**src/rtl/traffic_pkg.sv**
```systemverilog
// Shared codes, default timings and the timing payload for the traffic-light mode controller.
package traffic_pkg;

  localparam int unsigned TIME_W = 7;

  localparam logic [2:0] EN_OFF    = 3'b000;
  localparam logic [2:0] EN_AUTO   = 3'b100;
  localparam logic [2:0] EN_MANUAL = 3'b010;
  localparam logic [2:0] EN_FLASH  = 3'b001;

  localparam logic [2:0] LS_GR = 3'd3;
  localparam logic [2:0] LS_YR = 3'd4;
  localparam logic [2:0] LS_RG = 3'd5;
  localparam logic [2:0] LS_RY = 3'd6;

  localparam int unsigned DEFAULT_GREEN    = 30;
  localparam int unsigned DEFAULT_YELLOW   = 3;
  localparam int unsigned DEFAULT_MIN_G    = 5;
  localparam int unsigned DEFAULT_MIN_Y    = 2;
  localparam int unsigned MAX_TIME         = 99;
  localparam int unsigned DEFAULT_CLEAR    = 2;

  typedef struct packed {
    logic [TIME_W-1:0] green;
    logic [TIME_W-1:0] yellow;
  } timing_t;

  // Sum is widened to 8 bits so large offers cannot wrap into the legal range.
  function automatic logic timing_ok(input timing_t t, input int unsigned min_g,
                                     input int unsigned min_y, input int unsigned max_t);
    logic [7:0] sum;
    sum = {1'b0, t.green} + {1'b0, t.yellow};
    return (t.green >= 7'(min_g)) && (t.yellow >= 7'(min_y)) && (sum <= 8'(max_t));
  endfunction

endpackage

```
**src/rtl/timing_cfg_reg.sv**
```systemverilog
// Timing handshake, validation, pending slot and active green/yellow/red registers.
module timing_cfg_reg
  import traffic_pkg::*;
#(
  parameter int unsigned DEF_GREEN  = DEFAULT_GREEN,
  parameter int unsigned DEF_YELLOW = DEFAULT_YELLOW,
  parameter int unsigned MIN_GREEN  = DEFAULT_MIN_G,
  parameter int unsigned MIN_YELLOW = DEFAULT_MIN_Y,
  parameter int unsigned MAX_T      = MAX_TIME
) (
  input  logic              clk,
  input  logic              reset,
  input  logic              cfg_valid,
  input  logic [TIME_W-1:0] cfg_green,
  input  logic [TIME_W-1:0] cfg_yellow,
  output logic              cfg_ready,
  output logic              cfg_err,
  input  logic              commit,
  output logic              pending,
  output logic [TIME_W-1:0] green_time,
  output logic [TIME_W-1:0] yellow_time,
  output logic [TIME_W-1:0] red_time
);

  timing_t offer;
  timing_t pend;

  assign offer = '{green: cfg_green, yellow: cfg_yellow};

  // Commit and acceptance are exclusive: a pending entry holds cfg_ready low.
  always_ff @(posedge clk) begin
    if (reset) begin
      green_time  <= TIME_W'(DEF_GREEN);
      yellow_time <= TIME_W'(DEF_YELLOW);
      red_time    <= TIME_W'(DEF_GREEN + DEF_YELLOW);
      pend        <= '0;
      pending     <= 1'b0;
      cfg_ready   <= 1'b1;
      cfg_err     <= 1'b0;
    end else begin
      cfg_err <= 1'b0;
      if (commit && pending) begin
        green_time  <= pend.green;
        yellow_time <= pend.yellow;
        red_time    <= pend.green + pend.yellow;
        pending     <= 1'b0;
        cfg_ready   <= 1'b1;
      end else if (cfg_valid && cfg_ready) begin
        if (timing_ok(offer, MIN_GREEN, MIN_YELLOW, MAX_T)) begin
          pend      <= offer;
          pending   <= 1'b1;
          cfg_ready <= 1'b0;
        end else begin
          cfg_err <= 1'b1;
        end
      end
    end
  end

endmodule

```
**src/rtl/traffic_mode_ctrl.sv**
```systemverilog
// Mode FSM (off/clear/auto/manual/flash) driving the enable code, plus the timing register block.
module traffic_mode_ctrl
  import traffic_pkg::*;
#(
  parameter int unsigned DEF_GREEN    = DEFAULT_GREEN,
  parameter int unsigned DEF_YELLOW   = DEFAULT_YELLOW,
  parameter int unsigned MIN_GREEN    = DEFAULT_MIN_G,
  parameter int unsigned MIN_YELLOW   = DEFAULT_MIN_Y,
  parameter int unsigned MAX_T        = MAX_TIME,
  parameter int unsigned CLEAR_CYCLES = DEFAULT_CLEAR
) (
  input  logic              clk,
  input  logic              reset,
  input  logic              req_auto,
  input  logic              req_manual,
  input  logic              req_flash,
  input  logic              cfg_valid,
  input  logic [TIME_W-1:0] cfg_green,
  input  logic [TIME_W-1:0] cfg_yellow,
  output logic              cfg_ready,
  output logic              cfg_err,
  input  logic [2:0]        light_state,
  input  logic [TIME_W-1:0] lane2_time,
  output logic [2:0]        enable,
  output logic [TIME_W-1:0] greenTime,
  output logic [TIME_W-1:0] yellowTime,
  output logic [TIME_W-1:0] redTime,
  output logic              mode_busy
);

  localparam int unsigned CNT_W = (CLEAR_CYCLES > 2) ? $clog2(CLEAR_CYCLES) : 1;

  localparam logic [2:0] S_OFF    = 3'd0;
  localparam logic [2:0] S_CLEAR  = 3'd1;
  localparam logic [2:0] S_AUTO   = 3'd2;
  localparam logic [2:0] S_MANUAL = 3'd3;
  localparam logic [2:0] S_FLASH  = 3'd4;

  function automatic logic [2:0] en_code(input logic [2:0] s);
    case (s)
      S_AUTO:   return EN_AUTO;
      S_MANUAL: return EN_MANUAL;
      S_FLASH:  return EN_FLASH;
      default:  return EN_OFF;
    endcase
  endfunction

  logic [2:0]       state, state_nxt;
  logic [2:0]       target, target_nxt;
  logic [CNT_W-1:0] cnt, cnt_nxt;
  logic [2:0]       enable_nxt;
  logic             busy_nxt;
  logic             req_any_c;
  logic [2:0]       req_mode_c;
  logic             pending;
  logic             commit_c;

  // Priority flash > manual > auto.
  always_comb begin
    req_any_c  = req_flash | req_manual | req_auto;
    req_mode_c = req_flash ? S_FLASH : (req_manual ? S_MANUAL : S_AUTO);
  end

  always_ff @(posedge clk) begin
    if (reset) begin
      state     <= S_OFF;
      target    <= S_AUTO;
      cnt       <= '0;
      enable    <= EN_OFF;
      mode_busy <= 1'b0;
    end else begin
      state     <= state_nxt;
      target    <= target_nxt;
      cnt       <= cnt_nxt;
      enable    <= enable_nxt;
      mode_busy <= busy_nxt;
    end
  end

  always_comb begin
    state_nxt  = state;
    target_nxt = target;
    cnt_nxt    = cnt;
    enable_nxt = enable;
    busy_nxt   = mode_busy;
    case (state)
      S_OFF: begin
        state_nxt  = S_AUTO;
        enable_nxt = EN_AUTO;
        busy_nxt   = 1'b0;
      end
      S_AUTO, S_MANUAL, S_FLASH: begin
        if (req_any_c && (req_mode_c != state)) begin
          target_nxt = req_mode_c;
          state_nxt  = S_CLEAR;
          cnt_nxt    = CNT_W'(CLEAR_CYCLES - 1);
          enable_nxt = EN_OFF;
          busy_nxt   = 1'b1;
        end
      end
      S_CLEAR: begin
        // Late requests retarget without restarting the all-red interval.
        if (req_any_c) target_nxt = req_mode_c;
        if (cnt == '0) begin
          state_nxt  = target_nxt;
          enable_nxt = en_code(target_nxt);
          busy_nxt   = 1'b0;
        end else begin
          cnt_nxt = cnt - CNT_W'(1);
        end
      end
      default: begin
        state_nxt  = S_OFF;
        enable_nxt = EN_OFF;
        busy_nxt   = 1'b0;
      end
    endcase
  end

  // In auto, new timings land on the RG->RY edge so the next GR starts fresh.
  assign commit_c = pending &&
                    ((state != S_AUTO) ||
                     ((light_state == LS_RG) && (lane2_time == TIME_W'(1))));

  timing_cfg_reg #(
    .DEF_GREEN  (DEF_GREEN),
    .DEF_YELLOW (DEF_YELLOW),
    .MIN_GREEN  (MIN_GREEN),
    .MIN_YELLOW (MIN_YELLOW),
    .MAX_T      (MAX_T)
  ) u_timing (
    .clk         (clk),
    .reset       (reset),
    .cfg_valid   (cfg_valid),
    .cfg_green   (cfg_green),
    .cfg_yellow  (cfg_yellow),
    .cfg_ready   (cfg_ready),
    .cfg_err     (cfg_err),
    .commit      (commit_c),
    .pending     (pending),
    .green_time  (greenTime),
    .yellow_time (yellowTime),
    .red_time    (redTime)
  );

endmodule

```
**config.mk**
```make
export PLATFORM = sky130hd
export DESIGN_NAME = traffic_mode_ctrl
export DESIGN_NICKNAME = d
export VERILOG_FILES = /design/src/rtl/traffic_pkg.sv /design/src/rtl/timing_cfg_reg.sv /design/src/rtl/traffic_mode_ctrl.sv
export SDC_FILE = /design/constraint.sdc
export NUM_CORES = 1
export LEC_CHECK = 0
export ABC_AREA = 1
export CAP_MARGIN = 20
export CORE_UTILIZATION = 40
export CTS_BUF_LIST = sky130_fd_sc_hd__clkbuf_4 sky130_fd_sc_hd__clkbuf_8
export DETAILED_ROUTE_END_ITERATION = 7
export PLACE_DENSITY = 0.71
export SKIP_LAST_GASP = 1
export SLEW_MARGIN = 20
export SYNTH_ARGS = -nofsm -noshare
export SYNTH_HDL_FRONTEND = slang
export SYNTH_SLANG_ARGS = --single-unit
```
**constraint.sdc**
```tcl
create_clock -name clk -period 3.1 [get_ports clk]
set_clock_uncertainty 0.05 [all_clocks]
set_input_delay 0.775 -clock clk [delete_from_list [all_inputs] [get_ports clk]]
set_output_delay 0.775 -clock clk [all_outputs]
set_load 0.01 [all_outputs]
```
Fig. 1: run 1, placed cells, one color a class
Scale bar: 20 um.
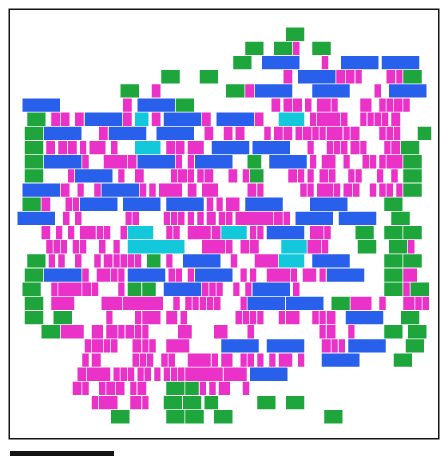
magenta -> combinational and other logic  # cells 308, share of their area 47%
green -> other buffers and delay cells  # cells 64, share of their area 19%
blue -> flops  # cells 49, share of their area 30%
cyan -> clock drivers and dummy loads  # cells 8, share of their area 3.7%
Core Region: 0.00606 mm2
Final Util: 55.4%

Fig. 2: run 1, signal wires by layer
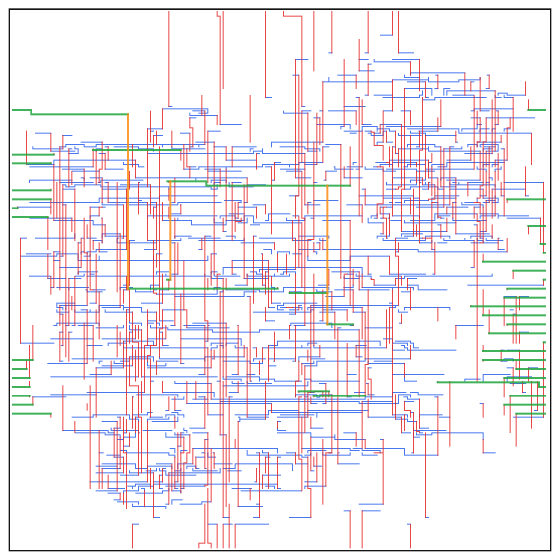
red -> metal 2  # wire length 2,620 um
orange -> metal 4  # wire length 62.6 um
green -> metal 3  # wire length 291 um
blue -> metal 1  # wire length 2,730 um
wire per inst: 11.3 um
routed via count: 2,429
GRT Total Usage: 18.0%
Total Wirelength: 5710 um

Fig. 3: run 1, routing congestion map
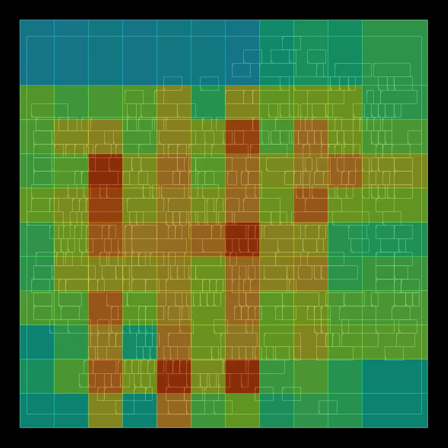
GR Util met1: 22.2%
most used routing layer: met2
met3 usage: 3.08%

==> results.json, run 1 <==
{
  "place_ws_ns": 0.0625,
  "pin_count": 57,
  "area.sequential_um2": 981,
  "status": "complete, no violations",
  "setup_violations": 0,
  "synthAdderAreaFrac_pct": 7.88,
  "simple_gate_share_pct": 29.4,
  "floorplan.nets": 411,
  "dpl.hpwl_um": 4390,
  "die-area_mm2": 0.00675,
  "crit_fanout": 11,
  "path_buffers": 4,
  "post_cts.resized_instances": 0,
  "cts.htree.levels": 2,
  "synth_top_cell_by_area": "dfxtp_1",
  "worstPathRequired_ns": 3.28,
  "grt_pass1_wl_um": 9430,
  "placedCellCount": 496,
  "worst_slack_ns": 0.381,
  "timing.rr.start": "u_timing.pend[0]$_SDFFE_PP0P_",
  "top_cell": "nand2_1",
  "gp_congestion": 0.851,
  "intPower_mw": 1.28,
  "path_delay_family": "buffers and inverters",
  "warnings": 28,
  "dominant_cells": "combinational gates",
  "clkCellAreaFrac_pct": 3.58,
  "drive_above_1_share_pct": 7.46,
  "met3_wirelength_um": 291,
  "path_common_cell": "nand2_1",
  "place_area_mm2": 0.00324,
  "post_synth.cell_area_avg_um2": 7.03,
  "top_register": "u_timing.pend",
  "comb_area_mm2": 0.00136,
  "pg_seq_mw": 0.793,
  "pwr-share-clk_pct": 25.2,
  "power_mw": 1.89,
  "clock_sinks": 49,
  "firstDrtPassIters": 4,
  "seqPwrFrac_pct": 42.0,
  "antenna_found_initial": 0,
  "synth-edff-count": 0,
  "layout_top_cell": "nand2_1",
  "leakage_nw": 1.57,
  "hold_start": "enable[2]$_SDFFE_PP0P_",
  "switchingPower_mw": 0.609,
  "die_h_um": 82.2,
  "min_path_type": "flip-flop to flip-flop",
  "ff_type": "dfxtp_1",
  "netlist_top_cells_area": "dfxtp_1, nand2_1, nor2_1",
  "powerComb_mw": 0.619,
  "fmax_mhz": 368,
  "synth_compound_gate_area_share_pct": 14.0,
  "hold-worst-slack_ns": 0.416,
  "crit_path_cell_trace": "clkdlybuf4s50_1 -> ha_1 -> inv_1 -> fa_1 -> inv_1 -> nand2_1 -> nand2_1 -> nand3_1 -> nand3_1 -> nand2_1 -> nand3_2 -> nand4_4 -> buf_4 -> nand2_1 -> nand2_1 -> nor2_1",
  "critPathMaxStageDelay_ns": 0.49,
  "maxCapViolations": 0,
  "power_frac_comb_pct": 32.8,
  "slew_violations": 0,
  "crit_type": "input port to flip-flop",
  "netlist_instances": 366,
  "diodes": 0,
  "seq_share_pct": 29.2,
  "hold_viol_final": 0,
  "ys_cells": 366,
  "fp-utilization_pct": 42.4,
  "ant_nets": 0,
  "switching_share_pct": 32.2,
  "p_per_area_mw_per_mm2": 562,
  "ys_chip_area_mm2": 0.00257,
  "nNonClkBuffers": 64
}
==> run 2: changes to the inputs <==
--- a/config.mk
+++ b/config.mk
@@ -9,6 +9,9 @@
 export CAP_MARGIN = 20
-export CORE_UTILIZATION = 40
+export CELL_PAD_IN_SITES_DETAIL_PLACEMENT = 1
+export CELL_PAD_IN_SITES_GLOBAL_PLACEMENT = 1
+export CORE_ASPECT_RATIO = 2
+export CORE_UTILIZATION = 37
 export CTS_BUF_LIST = sky130_fd_sc_hd__clkbuf_4 sky130_fd_sc_hd__clkbuf_8
 export DETAILED_ROUTE_END_ITERATION = 7
-export PLACE_DENSITY = 0.71
+export PLACE_DENSITY = 0.87
 export SKIP_LAST_GASP = 1
==> constraint.sdc (replaced) <==
create_clock -name clk -period 3.1 [get_ports clk]
set_clock_uncertainty 0.05 [all_clocks]
set_input_delay 0.62 -clock clk [delete_from_list [all_inputs] [get_ports clk]]
set_output_delay 0.62 -clock clk [all_outputs]
set_load 0.01 [all_outputs]
Fig. 4: run 2, routing congestion map
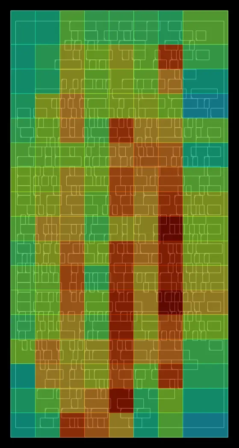
wire per inst: 13.9 um
GRT Total Usage: 22.0%
GR Util met1: 20.6%

==> run 2 against run 1 <==
Sequential share of layout area decreased by 0.11 points. Setup slack improved by 0.062 ns. Wire length increased by 25%. Core utilization decreased by 4.9 points. Register-to-register slack got worse by 0.15 ns. Fmax increased by 2.3%. Synthesized cell count unchanged. Largest power group unchanged. Final cell count increased by 1.8%.
==> results.json, run 2 <==
{
  "post_synth.cell_area_avg_um2": 7.03,
  "place_ws_ns": 0.0913,
  "ff_type": "dfxtp_1",
  "antenna_found_initial": 0,
  "netlist_instances": 366,
  "pin_count": 57,
  "post_cts.resized_instances": 0,
  "synthAdderAreaFrac_pct": 7.88,
  "place_area_mm2": 0.00323,
  "crit_path_cell_trace": "clkdlybuf4s50_1 -> ha_1 -> inv_1 -> fa_1 -> inv_1 -> nand2_1 -> nand2_1 -> nand3_1 -> nand2_1 -> nand2_1 -> nand2_1 -> nand3_2 -> nand4_4 -> buf_12 -> nand2_1 -> nand2_1 -> nor2_1",
  "clock_sinks": 49,
  "worst_slack_ns": 0.444,
  "fp-utilization_pct": 38.5,
  "grt_pass1_wl_um": 12100,
  "layout_top_cell": "nand2_1",
  "ys_chip_area_mm2": 0.00257,
  "timing.rr.start": "u_timing.pend[0]$_SDFFE_PP0P_",
  "nNonClkBuffers": 60,
  "crit_type": "input port to flip-flop",
  "path_common_cell": "nand2_1",
  "met3_wirelength_um": 142,
  "clkCellAreaFrac_pct": 3.97,
  "placedCellCount": 505,
  "synth_compound_gate_area_share_pct": 14.0,
  "power_frac_comb_pct": 32.5,
  "simple_gate_share_pct": 29.4,
  "worstPathRequired_ns": 3.26,
  "cts.htree.levels": 2,
  "pg_seq_mw": 0.799,
  "hold-worst-slack_ns": 0.423,
  "floorplan.nets": 411,
  "path_buffers": 4,
  "diodes": 0,
  "critPathMaxStageDelay_ns": 0.51,
  "dominant_cells": "combinational gates",
  "fmax_mhz": 376,
  "power_mw": 1.99,
  "hold_viol_final": 0,
  "drive_above_1_share_pct": 6.59,
  "path_delay_family": "buffers and inverters",
  "crit_fanout": 28,
  "hold_start": "mode_busy$_SDFFE_PP0P_",
  "switchingPower_mw": 0.661,
  "slew_violations": 0,
  "intPower_mw": 1.33,
  "min_path_type": "flip-flop to flip-flop",
  "die_h_um": 120,
  "area.sequential_um2": 981,
  "met3_usage_pct": 2.91,
  "status": "complete, no violations",
  "route.vias.total": 2582,
  "switching_share_pct": 33.3,
  "netlist_top_cells_area": "dfxtp_1, nand2_1, nor2_1",
  "core_mm2": 0.00667,
  "comb_area_mm2": 0.00136
}
Fig. 5: run 2, clock wires, drivers and flops
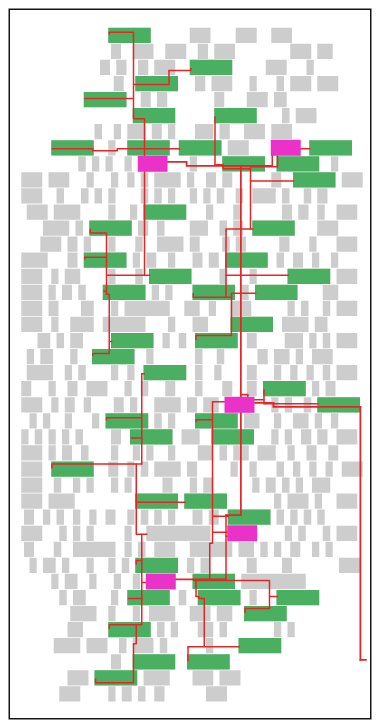
red -> clock wires  # length 635 um
magenta -> clock drivers  # count 5
green -> flip-flops  # count 49
routed clock nets = 6
Worst-Skew Late Latency: 0.31 ns
clock share of power: 27.3%
Clock group: 0.543 mW

Power figures rest on the tool's default switching activity, not on a simulated workload.
